==> src/rtl/lsu_handshake_stage_pkg.sv <==
// Shared types and RV32I funct3 codes for the load/store unit.
package lsu_pkg;

  typedef enum logic [1:0] {
    ST_IDLE,
    ST_REQ,
    ST_WAIT,
    ST_DONE
  } lsu_state_e;

  localparam logic [2:0] F3_LB  = 3'b000;
  localparam logic [2:0] F3_LH  = 3'b001;
  localparam logic [2:0] F3_LW  = 3'b010;
  localparam logic [2:0] F3_LBU = 3'b100;
  localparam logic [2:0] F3_LHU = 3'b101;
  localparam logic [2:0] F3_SB  = 3'b000;
  localparam logic [2:0] F3_SH  = 3'b001;
  localparam logic [2:0] F3_SW  = 3'b010;

endpackage

==> src/rtl/lsu_handshake_stage_if.sv <==
// Data-memory bus between the load/store unit (master) and memory (slave).
interface lsu_handshake_stage_if #(
  parameter int unsigned ADDR_W = 32
) ();
  logic              request;
  logic              we_re;
  logic [3:0]        mask;
  logic [ADDR_W-1:0] addr_out;
  logic [31:0]       wdata;
  logic              valid;
  logic              data_valid;
  logic [31:0]       rdata;

  modport master (
    output request, we_re, mask, addr_out, wdata,
    input  valid, data_valid, rdata
  );

  modport slave (
    input  request, we_re, mask, addr_out, wdata,
    output valid, data_valid, rdata
  );
endinterface

==> src/rtl/lsu_handshake_stage_align.sv <==
// Byte-lane logic: alignment check, store mask/data replication, load extension.
module lsu_align
  import lsu_pkg::*;
(
  input  logic [1:0]  size,
  input  logic [1:0]  off,
  input  logic        is_store,
  input  logic [31:0] store_data,
  output logic        aligned,
  output logic [1:0]  off_eff,
  output logic [3:0]  mask,
  output logic [31:0] wdata,
  input  logic [2:0]  ld_funct3,
  input  logic [1:0]  ld_off,
  input  logic [31:0] rdata,
  output logic [31:0] load_ext
);

  logic [7:0]  lane8;
  logic [15:0] lane16;

  // off_eff clears the offending low bits so a non-trapping build still issues a sane access
  always_comb begin
    aligned = 1'b1;
    off_eff = off;
    mask    = 4'b1111;
    wdata   = store_data;
    case (size)
      2'b00: begin
        if (is_store) mask = 4'b0001 << off;
        wdata = {4{store_data[7:0]}};
      end
      2'b01: begin
        aligned = ~off[0];
        off_eff = {off[1], 1'b0};
        if (is_store) mask = 4'b0011 << off_eff;
        wdata = {2{store_data[15:0]}};
      end
      default: begin
        aligned = (off == 2'b00);
        off_eff = '0;
      end
    endcase
  end

  always_comb begin
    lane8  = rdata[{ld_off, 3'b000} +: 8];
    lane16 = rdata[{ld_off[1], 4'b0000} +: 16];
    case (ld_funct3)
      F3_LB:   load_ext = {{24{lane8[7]}}, lane8};
      F3_LH:   load_ext = {{16{lane16[15]}}, lane16};
      F3_LW:   load_ext = rdata;
      F3_LBU:  load_ext = {24'd0, lane8};
      F3_LHU:  load_ext = {16'd0, lane16};
      default: load_ext = '0;
    endcase
  end

endmodule

==> src/rtl/lsu_handshake_stage.sv <==
// Memory-stage load/store unit: latches the access, runs the bus handshake
// with timeout, and stalls the pipeline until completion.
module lsu_handshake_stage
  import lsu_pkg::*;
#(
  parameter int unsigned ADDR_W         = 32,
  parameter int unsigned TIMEOUT_CYCLES = 255,
  parameter bit          MISALIGN_TRAP  = 1'b1
) (
  input  logic                    clk,
  input  logic                    rst,
  input  logic                    load,
  input  logic                    store,
  input  logic [2:0]              funct3,
  input  logic [ADDR_W-1:0]       addr,
  input  logic [31:0]             store_data,
  lsu_handshake_stage_if.master   bus,
  output logic                    stall,
  output logic [31:0]             load_data,
  output logic                    done,
  output logic                    misalign,
  output logic                    bus_timeout
);

  localparam int unsigned CNT_W = $clog2(TIMEOUT_CYCLES + 1);

  lsu_state_e        state_q, state_d;
  logic [CNT_W-1:0]  cnt_q;
  logic [ADDR_W-1:0] addr_q;
  logic [3:0]        mask_q, mask_c;
  logic [31:0]       wdata_q, wdata_c, load_ext;
  logic              we_q;
  logic [2:0]        f3_q;
  logic [1:0]        off_q, off_eff;
  logic              aligned, cnt_last;
  logic              accept, trap, capture, finish, expire;

  lsu_align u_align (
    .size      (funct3[1:0]),
    .off       (addr[1:0]),
    .is_store  (store),
    .store_data(store_data),
    .aligned   (aligned),
    .off_eff   (off_eff),
    .mask      (mask_c),
    .wdata     (wdata_c),
    .ld_funct3 (f3_q),
    .ld_off    (off_q),
    .rdata     (bus.rdata),
    .load_ext  (load_ext)
  );

  assign cnt_last = (cnt_q == CNT_W'(TIMEOUT_CYCLES - 1));

  // A completing response in the final counted cycle wins over the timeout
  always_comb begin
    state_d = state_q;
    accept  = 1'b0;
    trap    = 1'b0;
    capture = 1'b0;
    finish  = 1'b0;
    expire  = 1'b0;
    case (state_q)
      ST_IDLE: begin
        if (load || store) begin
          if (aligned || !MISALIGN_TRAP) begin
            accept  = 1'b1;
            state_d = ST_REQ;
          end else begin
            trap = 1'b1;
          end
        end
      end
      ST_REQ: begin
        if (bus.valid && (we_q || bus.data_valid)) begin
          finish  = 1'b1;
          capture = ~we_q;
          state_d = ST_DONE;
        end else if (cnt_last) begin
          expire  = 1'b1;
          state_d = ST_DONE;
        end else if (bus.valid) begin
          state_d = ST_WAIT;
        end
      end
      ST_WAIT: begin
        if (bus.data_valid) begin
          finish  = 1'b1;
          capture = 1'b1;
          state_d = ST_DONE;
        end else if (cnt_last) begin
          expire  = 1'b1;
          state_d = ST_DONE;
        end
      end
      default: state_d = ST_IDLE;
    endcase
  end

  always_ff @(posedge clk or negedge rst) begin
    if (!rst) begin
      state_q     <= ST_IDLE;
      cnt_q       <= '0;
      addr_q      <= '0;
      mask_q      <= '0;
      wdata_q     <= '0;
      we_q        <= 1'b0;
      f3_q        <= '0;
      off_q       <= '0;
      load_data   <= '0;
      done        <= 1'b0;
      misalign    <= 1'b0;
      bus_timeout <= 1'b0;
    end else begin
      state_q     <= state_d;
      done        <= finish;
      misalign    <= trap;
      bus_timeout <= expire;
      if (accept) begin
        addr_q  <= {addr[ADDR_W-1:2], 2'b00};
        mask_q  <= mask_c;
        wdata_q <= wdata_c;
        we_q    <= store;
        f3_q    <= funct3;
        off_q   <= off_eff;
        cnt_q   <= '0;
      end else if (state_q == ST_REQ || state_q == ST_WAIT) begin
        cnt_q <= cnt_q + 1'b1;
      end
      if (capture) load_data <= load_ext;
    end
  end

  assign stall        = accept || state_q == ST_REQ || state_q == ST_WAIT;
  assign bus.request  = (state_q == ST_REQ);
  assign bus.we_re    = we_q;
  assign bus.mask     = mask_q;
  assign bus.addr_out = addr_q;
  assign bus.wdata    = wdata_q;

endmodule

==> src/flat_wrapper.sv <==
// flat-port wrapper written by rule: the top's interface ports become plain ports
module lsu_handshake_stage_flat import lsu_pkg::*;
#(
  parameter int unsigned ADDR_W         = 32,
  parameter int unsigned TIMEOUT_CYCLES = 255,
  parameter bit          MISALIGN_TRAP  = 1'b1
)
  (clk, rst, load, store, funct3, addr, store_data, stall, load_data, done, misalign, bus_timeout, bus_request, bus_we_re, bus_mask, bus_addr_out, bus_wdata, bus_valid, bus_data_valid, bus_rdata);
  lsu_handshake_stage_if #(.ADDR_W(ADDR_W)) bus_i ();
  input  logic clk;
  input  logic rst;
  input  logic load;
  input  logic store;
  input  logic [2:0] funct3;
  input  logic [ADDR_W-1:0] addr;
  input  logic [31:0] store_data;
  output logic stall;
  output logic [31:0] load_data;
  output logic done;
  output logic misalign;
  output logic bus_timeout;
  output wire logic [$bits(bus_i.request)-1:0] bus_request;
  output wire logic [$bits(bus_i.we_re)-1:0] bus_we_re;
  output wire logic [$bits(bus_i.mask)-1:0] bus_mask;
  output wire logic [$bits(bus_i.addr_out)-1:0] bus_addr_out;
  output wire logic [$bits(bus_i.wdata)-1:0] bus_wdata;
  input wire logic [$bits(bus_i.valid)-1:0] bus_valid;
  input wire logic [$bits(bus_i.data_valid)-1:0] bus_data_valid;
  input wire logic [$bits(bus_i.rdata)-1:0] bus_rdata;
  assign bus_request = bus_i.request;
  assign bus_we_re = bus_i.we_re;
  assign bus_mask = bus_i.mask;
  assign bus_addr_out = bus_i.addr_out;
  assign bus_wdata = bus_i.wdata;
  assign bus_i.valid = bus_valid;
  assign bus_i.data_valid = bus_data_valid;
  assign bus_i.rdata = bus_rdata;
  lsu_handshake_stage #(.ADDR_W(ADDR_W), .TIMEOUT_CYCLES(TIMEOUT_CYCLES), .MISALIGN_TRAP(MISALIGN_TRAP)) u_core (.clk(clk), .rst(rst), .load(load), .store(store), .funct3(funct3), .addr(addr), .store_data(store_data), .bus(bus_i), .stall(stall), .load_data(load_data), .done(done), .misalign(misalign), .bus_timeout(bus_timeout));
endmodule
==> config.mk <==
export PLATFORM = sky130hd
export DESIGN_NAME = lsu_handshake_stage_flat
export DESIGN_NICKNAME = d
export VERILOG_FILES = /design/src/rtl/lsu_handshake_stage_pkg.sv /design/src/rtl/lsu_handshake_stage_if.sv /design/src/rtl/lsu_handshake_stage_align.sv /design/src/rtl/lsu_handshake_stage.sv /design/src/flat_wrapper.sv
export SDC_FILE = /design/constraint.sdc
export NUM_CORES = 1
export LEC_CHECK = 0
export ABC_AREA = 1
export CORE_ASPECT_RATIO = 2
export CORE_MARGIN = 3
export CORE_UTILIZATION = 41
export DETAILED_ROUTE_END_ITERATION = 10
export GPL_TIMING_DRIVEN = 0
export PLACE_DENSITY = 0.77
export SLEW_MARGIN = 20
export SYNTH_ARGS = -nofsm -noshare
export SYNTH_HDL_FRONTEND = slang
export SYNTH_SLANG_ARGS = --single-unit
==> constraint.sdc <==
create_clock -name clk -period 1.55 [get_ports clk]
set_input_delay 0.31 -clock clk [delete_from_list [all_inputs] [get_ports clk]]
set_output_delay 0.31 -clock clk [all_outputs]
set_load 0.01 [all_outputs]
Figure 1. Wires at chosen ports, followed through buffers (run 1).
Scale bar: 20 um.
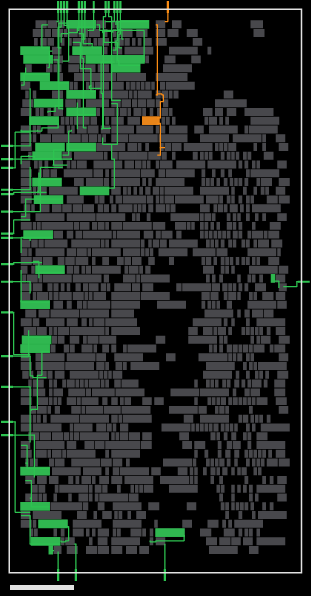
[bus_request] orange | direction: output | edge: top | end cells: 1 | buffers: 1 | wire: 51.5 um
[bus_addr_out] green | direction: output | edge: 15 left, 13 top, 3 bottom, 1 right | end cells: 32 | buffers: 32 | wire: 1040 um

Figure 2. Supply network (run 1).
Scale bar: 20 um. Pins as bars on the die edge.
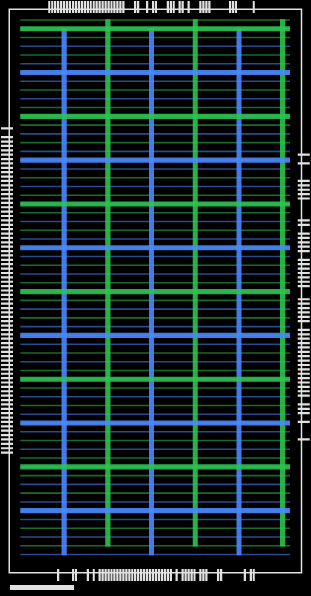
[VDD] green
[VSS] blue
signal pins: 211
met4 straps: 6
met1 rails: 62
met5 straps: 12
rows: 61

Figure 3. Routing congestion map (run 1).
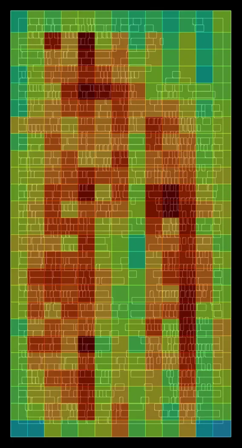
routing layer with the top usage in global route: met2
GRT met2 Usage: 50.67%
global routing usage summed across all routing layers: 26.20%
per-cell routed wire length: 17.75 um

Figure 4. Cell area per tile (run 1).
Scale bar: 20 um. 9 x 17 tiles, from black (low) to pale yellow (high), 0 to 100% covered.
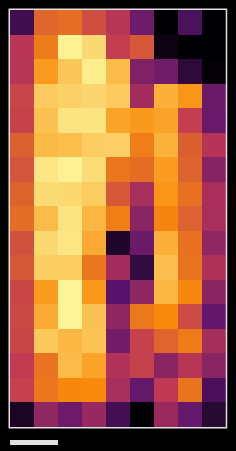
tiles over 75% full: 35%
fullest tile: 98%
nearly empty tiles: 3.9%
densest ninth of the die: middle left

==> summary.txt, run 1 <==
Implementation results. Cell count after placement landed at 1189. Distinct cell type count of the synthesized netlist landed at 32. The report counts max-capacitance violations totalling 0. For this run the detailed placement stage logged an HPWL of around 15000 um. Of the combinational cells, the family taking the most area is simple AND/OR/NAND/NOR gates. The path with the worst hold slack has its endpoint at u_core.bus.wdata[16]. Per the post-CTS timing run, clock transition at the registers of the reported paths is 0.06 ns. Worst-case headroom to the max-slew limit landed at 49.77%. The routed design uses 1339 um of met3 wire. Post-detailed-route count of antenna-violating nets landed at 0. STA classifies the critical path startpoint as a flop. The worst path uses 122.4% of the clock period. Setup repair after global routing could not meet its margin everywhere. After synthesis, the share of flip-flops with an asynchronous set or reset is 100.0%.

The placement stage leaves a total instance area of 8162 um^2. Post-synthesis share of cell area spent on full adders, half adders and majority gates landed at under 10%. After routing, the total negative slack on setup checks comes to -21.82 ns.

The count of buffers added on input and output ports is 207. Summed over all nets, the switching power comes to 7.058 mW. The final layout report lists a filler cell count of 1118. Vertical die dimension landed at 174.5 um.

Looking at the post-CTS report, the setup buffer insertion count equals 14. Simple-gate portion of the synthesized area landed at roughly a third. Final number of max-transition violations landed at 0.

By area, registers come first. Yosys mapped a number of flops with a built-in enable equal to 0. Fraction of layout instances using a drive strength above 1 landed at 17.12%.

Count of final hold-check violations landed at 0. Number of gates resized after cts landed at 183. Per the hold report, the tightest min-delay path originates at funct3[1]. Synthesized-area fraction occupied by xor and xnor cells landed at 0.3011%. Synthesized instance count landed at 791.

Cell area after synthesis landed at 5817 um^2. Among cell families on the critical path, the largest total delay comes from flip-flops. In this run the number of cells on the critical path is 8. Number of nets at the end of the flow landed at approximately 1.2k. Number of buffers and inverters on the critical path landed at 4.

Number of signal-net inverters in the final layout landed at 55. Wires add up to 22230 um. Once routing completed, OpenROAD measured the worst setup slack at -0.3471 ns. Global-route wire length before repair landed at 32460 um. Share of the core filled with cells landed at 69.15%.

Following the worst setup path forward leads to its endpoint at stall. Overall power of the completed layout landed at 17.81 mW. Combinational power landed at roughly 8.7 mW. The checks that failed: negative setup slack. Slew of the pin with the lowest slew margin landed at 0.7535 ns.

Yosys warning count landed at 0. The number of global-route vias before repair was 6275. Of the total standard cell area in the layout, the multi-input combinational portion is 28.44%.

For this design, Yosys synthesis ends with a cell count of 791. Cell row count landed at 61. In the hold timing report, the worst path depth is 3. The flow ran to the end, but the final reports show violations. Per the breakdown, switching nets consume 39.63% of all power. The flow measured a signed area growth from synthesis to layout of 65.13%. In the routed layout, each cell is associated on average with a via count of about 5. In this run the worst hold path is classified as input port to flop.

Share of total power in the clock network landed at 22.5%. Critical path arrival landed at 1.59 ns. Initial cell density of the core landed at a little over two fifths. Proportion of cell area occupied by registers landed at 30.48%. The worst register-to-register path ends at u_core.bus.addr_out[25]. Per the synth stats, the flop cell with the highest instance count is dfrtp_1. Initial antenna violation count landed at 0. Wire length on met1 landed at just over 7000 um. Number of clock sinks landed at around 120. Global-route congestion overflow total landed at 0. Clock network power consumption landed at 4.00 mW. In this design, the critical path's most frequently occurring cell is nand2_4. Signal routing reaches up to met4. For this design the static power due to leakage is slightly above 5 nW. The area fraction of the largest cell type after synthesis is slightly above 50%. Synthesized area per cell landed at 7.354 um^2.

Die span in x landed at around 90 um. The worst setup path is captured at an output pin. The largest single stage delay on the critical path is 0.41 ns. Internal power landed at 10.75 mW. The count of cells in the finished layout, fillers not included, comes to 1252.

Summing all multiplexer cells gives an area fraction of 0%. The critical path in this run is classified as flop to output pin. The layout stage reports a final design area of 9605 um^2. Sequential cells account for 28.6% of the total power. In the detailed route, the total length drawn on met2 is 12550 um. According to the floorplan report, the placeable core area is ~14000 um^2.

Ranked by power, first place goes to combinational cells. Number of vias in the routed layout landed at 6328. Placement-stage worst setup slack landed at -0.9791 ns. Remaining routing DRC violations landed at 0. Among all cell types in the netlist, the one instantiated most often is nand2_1. Area taken by multi-input logic gates landed at about 2700 um^2. Total of clock buffers placed in the layout landed at 18. The final timing report derives a shortest allowable period of 1.897 ns. Flip-flop and latch count after synthesis landed at around 120. Post-synthesis compound-gate area fraction landed at 7.378%.

The cell sitting at the root of the clock tree is a clkbuf_16. Multi-input combinational cell count landed at 582. Peak ir drop on the vdd network landed at 1.093 mV. Number of buffers created by CTS landed at 17. Minimum setup slack among reg-to-reg paths landed at -0.26 ns. In the final report, the number of endpoints failing setup comes to approximately 110. Listed in order, past its start point the critical path passes inv_2 > ha_4 > inv_4 > nor2_4 > nand2_4 > buf_8 > nand2_4 > buf_6. For this block, the initial DRC count from the detailed router was 375.

Number of top-level pins landed at 211. Clock-cell share of area landed at 6.109%. The placement summary gives the final routability congestion estimate as 0.9939. Yosys-reported design area after synthesis landed at 5817 um^2.

The die covers ~16000 um^2. Count of flip-flops and latches landed at 117. Number of buffers between clock root and the deepest sink landed at 2.

TritonCTS built the clock tree. Worst hold slack across all endpoints landed at about 0.28 ns. The launch point of the worst register-to-register path is recorded as u_core.state_q[0].
==> run 2, diff against run 1 <==
Settings changed: GPL_ROUTABILITY_DRIVEN set to 0.
Figure 5. Routing congestion map (run 2).
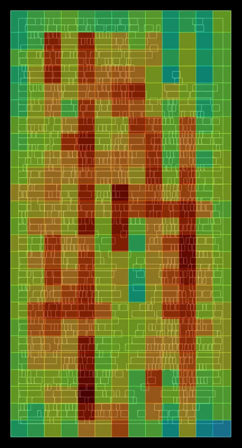
GRT met2 Usage: 48.77%
global routing usage summed across all routing layers: 25.64%
per-cell routed wire length: 16.44 um
final core utilization: 67.60%

Figure 6. Placed cells, one colour a class (run 2).
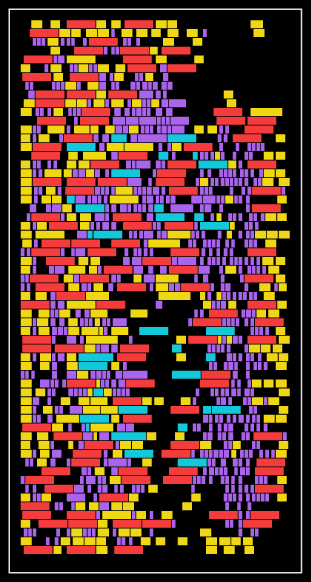
[flip-flops] red | cells: 117
[all other logic] purple | cells: 637
[other buffers and delay cells] yellow | cells: 272
[clock drivers and dummy loads] cyan | cells: 32

Figure 7. Cell area per tile (run 2).
Scale bar: 20 um. 9 x 17 tiles, from black (low) to pale yellow (high), 0 to 100% covered.
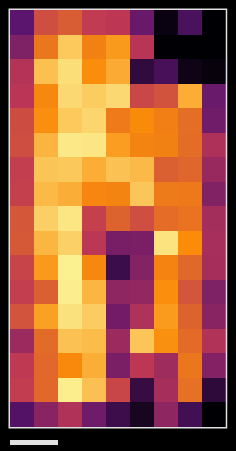
emptiest ninth of the die: upper right
densest ninth of the die: middle left
mean over tiles: 58%
tiles over 75% full: 31%
fullest tile: 97%
nearly empty tiles: 3.3%

==> run 2 against run 1 <==
The flow still finishes with violations (negative setup slack). Synthesized cell count did not move. Hold slack improved by 0.0035 ns. First-iteration DRC count down 29%. Non-clock buffer count decreased by 6. Area after synthesis unchanged.
==> summary.txt, run 2 <==
Implementation results. The flow ran to the end, but the final reports show violations. The final reports fail on negative setup slack. Once placement finished, the instance area stood at between 8000 and 9000 um^2.

Worst hold slack across all endpoints landed at 0.2881 ns. In this run the critical register-to-register path is captured at u_core.bus.wdata[12]. Reported leakage power landed at about 5 nW. Final total negative setup slack landed at -17.77 ns.

Total routed wirelength landed at between 20000 and 25000 um. Cell row count landed at 61. Per the area breakdown, the dominant cell category is registers. Number of clock sinks landed at 117. Across the whole layout, storage elements make up a little under a third of the cell area. Traced cell by cell, the critical path runs through inv_2 > ha_4 > inv_2 > nor2_4 > nand2_4 > clkbuf_8 > nand2_2 > buf_6. Setup repair after global routing could not meet its margin everywhere. Simple-gate portion of the synthesized area landed at 33.58%. In the floorplan report the effective utilization is a little over two fifths. Maximum number of pins on one net before global-route repair landed at 68.

Remaining routing DRC violations landed at 0. The worst setup path is captured at an output pin. For reference, the mux area share after synthesis is 0%. Per the slew report, the remaining headroom to the max-slew limit stands at 45.92%.

The worst setup path is launched from a flop. Number of global-route vias before repair landed at 6057. The final report gives the standard cell area, fillers excluded, as 9390 um^2. In this run, the synthesized area fraction spent on xor and xnor cells is recorded as less than 1%. The clock network power reported by the tool is 3.95 mW. Looking at the power breakdown, the clock network takes a little under a quarter of the total. Looking at the clock tree report, the maximum root-to-sink buffer count equals 2. Counting flops and latches in the post-synthesis netlist gives approximately 120. Combinational power landed at 8.18 mW. Synthesized instance count landed at approximately 790. Multi-input gates account for 28.43% of the area. The critical path in this run is classified as flop to output pin. Net switching is 38.97% of the power. The launch point of the worst register-to-register path is recorded as u_core.state_q[0]. Compared with the post-synthesis result, the final layout area differs by 61.43%. Post-detailed-route count of antenna-violating nets landed at 0. The final design was reported to hold multi-input combinational gates totalling 582. In this run the post-CTS setup repair buffer count came out at 7. Global-route congestion overflow total landed at 0. Of all power groups, the one with the highest power is combinational cells. Clock transition at the registers of the reported paths landed at 0.06 ns. Cell count after placement landed at between 1k and 1.5k. Tool warning count landed at 33. In this run, the synthesized area fraction spent on AND-OR/OR-AND gates is recorded as under 10%. In the synthesized netlist the async set-or-reset flop fraction comes to 100.0%. Number of nets at the end of the flow landed at 1156. 0 antenna diodes ended up in the layout. The setup check on the worst reg-to-reg path leaves a slack of -0.25 ns. The floorplan step defined a die boundary enclosing approximately 16000 um^2. Peak ir drop on the vdd network landed at ~1.2 mV. Vertical die dimension landed at between 150 and 200 um. Clock period minus worst slack landed at 1.856 ns. Looking at the hold checks, the worst path lands on u_core.bus.wdata[16].

By instance count after routing, the leading logic cell type is nand2_1. In this run, synthesis inferred 0 flip-flops with an integrated enable. The detailed router finished its first iteration with 268 violations. Portion of total power attributed to combinational logic landed at around 48%. Number of buffers and inverters on the critical path landed at 4. TritonCTS built the clock tree. The number of hold buffers added after CTS was 1. Worst-skew pair later-pin latency landed at 0.42 ns. Count of flip-flops and latches landed at 117.

Critical path arrival landed at 1.55 ns. After clock tree synthesis, the repair step resized 146 gates. The clock network takes up approximately 6.3% of total cell area after layout.

The tree is rooted in a clkbuf_16. Proportion of power drawn by flip-flops and latches landed at just under 30%. The highest layer touched by signal routing is met4. The final timing summary puts the cycle share of the worst path at 119.7%.

The largest total area in the synthesized netlist belongs to dfrtp_1. Die span in x landed at 90.23 um. Number of standard cells reported by yosys landed at 791. The main area contributors are dfrtp_1 (50%), nand2_1 (25%), nor2_1 (3.9%). The initial antenna violation count was 0. After layout, the inverter instance count without clock inverters stands at 55.

The worst hold path begins at funct3[1]. Among all stages on the critical path, the maximum delay recorded is just over 0.4 ns. The detailed router reports a met3 wire length of between 1000 and 1500 um.

The synthesized netlist occupies a cell area of 5817 um^2. Once routing completed, OpenROAD measured the worst setup slack at -0.3056 ns. Placed wire-length estimate after detailed placement landed at 14620 um. Per the layout report, the design carries 272 non-clock buffers.

Among all flip-flop cells after synthesis, the most frequent one is dfrtp_1. In this run the maximum-capacitance check reported violations numbering 0. The kind of cell with the highest combined delay along the critical path is flip-flops.

The first global-routing pass estimated 31600 um of wire. For reference, the critical path is captured by stall. Yosys warning count landed at 0. Number of vias in the routed layout landed at roughly 6k.

Wire length on met1 landed at 6542 um. Number of instances on the worst hold path landed at 3. Per the finish-stage timing summary, setup violations number 112. Overall power of the completed layout landed at 17.15 mW. Yosys-reported design area after synthesis landed at 5817 um^2. Timing would allow up to between 500 and 600 MHz.

For the pin with the worst max-slew slack, the measured transition is 0.8112 ns. Excluding fillers, the count of instances in the completed layout stands at about 1.2k. The timing report shows the most common cell along the critical path to be inv_2. Via density per instance landed at 4.922. Number of top-level pins landed at 211. The most frequently used library cell after synthesis is nand2_1. Post-synthesis share of cell area spent on full adders, half adders and majority gates landed at 1.291%. Per the layout area report, the combinational gate area comes to 2670 um^2. In the detailed route, the total length drawn on met2 is 11760 um. According to the timing report, the critical path is launched from u_core.state_q[0]. In the synthesized netlist, the dominant kind of combinational cell is simple AND/OR/NAND/NOR gates.

The analysis attributes to net switching a power of 6.683 mW. Synthesized area per cell landed at 7.354 um^2. Buffers placed on the I/O ports in this run total 207.

The synthesized netlist contains 32 unique library cells. On met3, the global router reports a usage of 7.406%. The internal portion of the total power is 10.47 mW. The core region is around 14000 um^2. Fill cells in the final layout number 1162.

Timing analysis after detailed placement gives a worst setup slack of -0.9812 ns. CTS added clock buffers totalling 17. Counting endpoints that fail hold in the final report gives 0. The STA report counts the stages on the worst setup path as 8. Clock buffers in the final layout number 19. Share of the synthesized area in the top cell type landed at 50.33%.

In this run the most used layer during global routing was met2. Pins over their slew limit in the final report were tallied at 0. According to the hold report, the worst path is of the input port to flop type.

Cells with a size suffix above 1 make up between 10% and 20% of the layout. Number of detailed-route iterations in the first pass landed at 5. Data-path buffer share of cell area in the final layout landed at 29.31%.
Power and IR drop assume default switching activity.
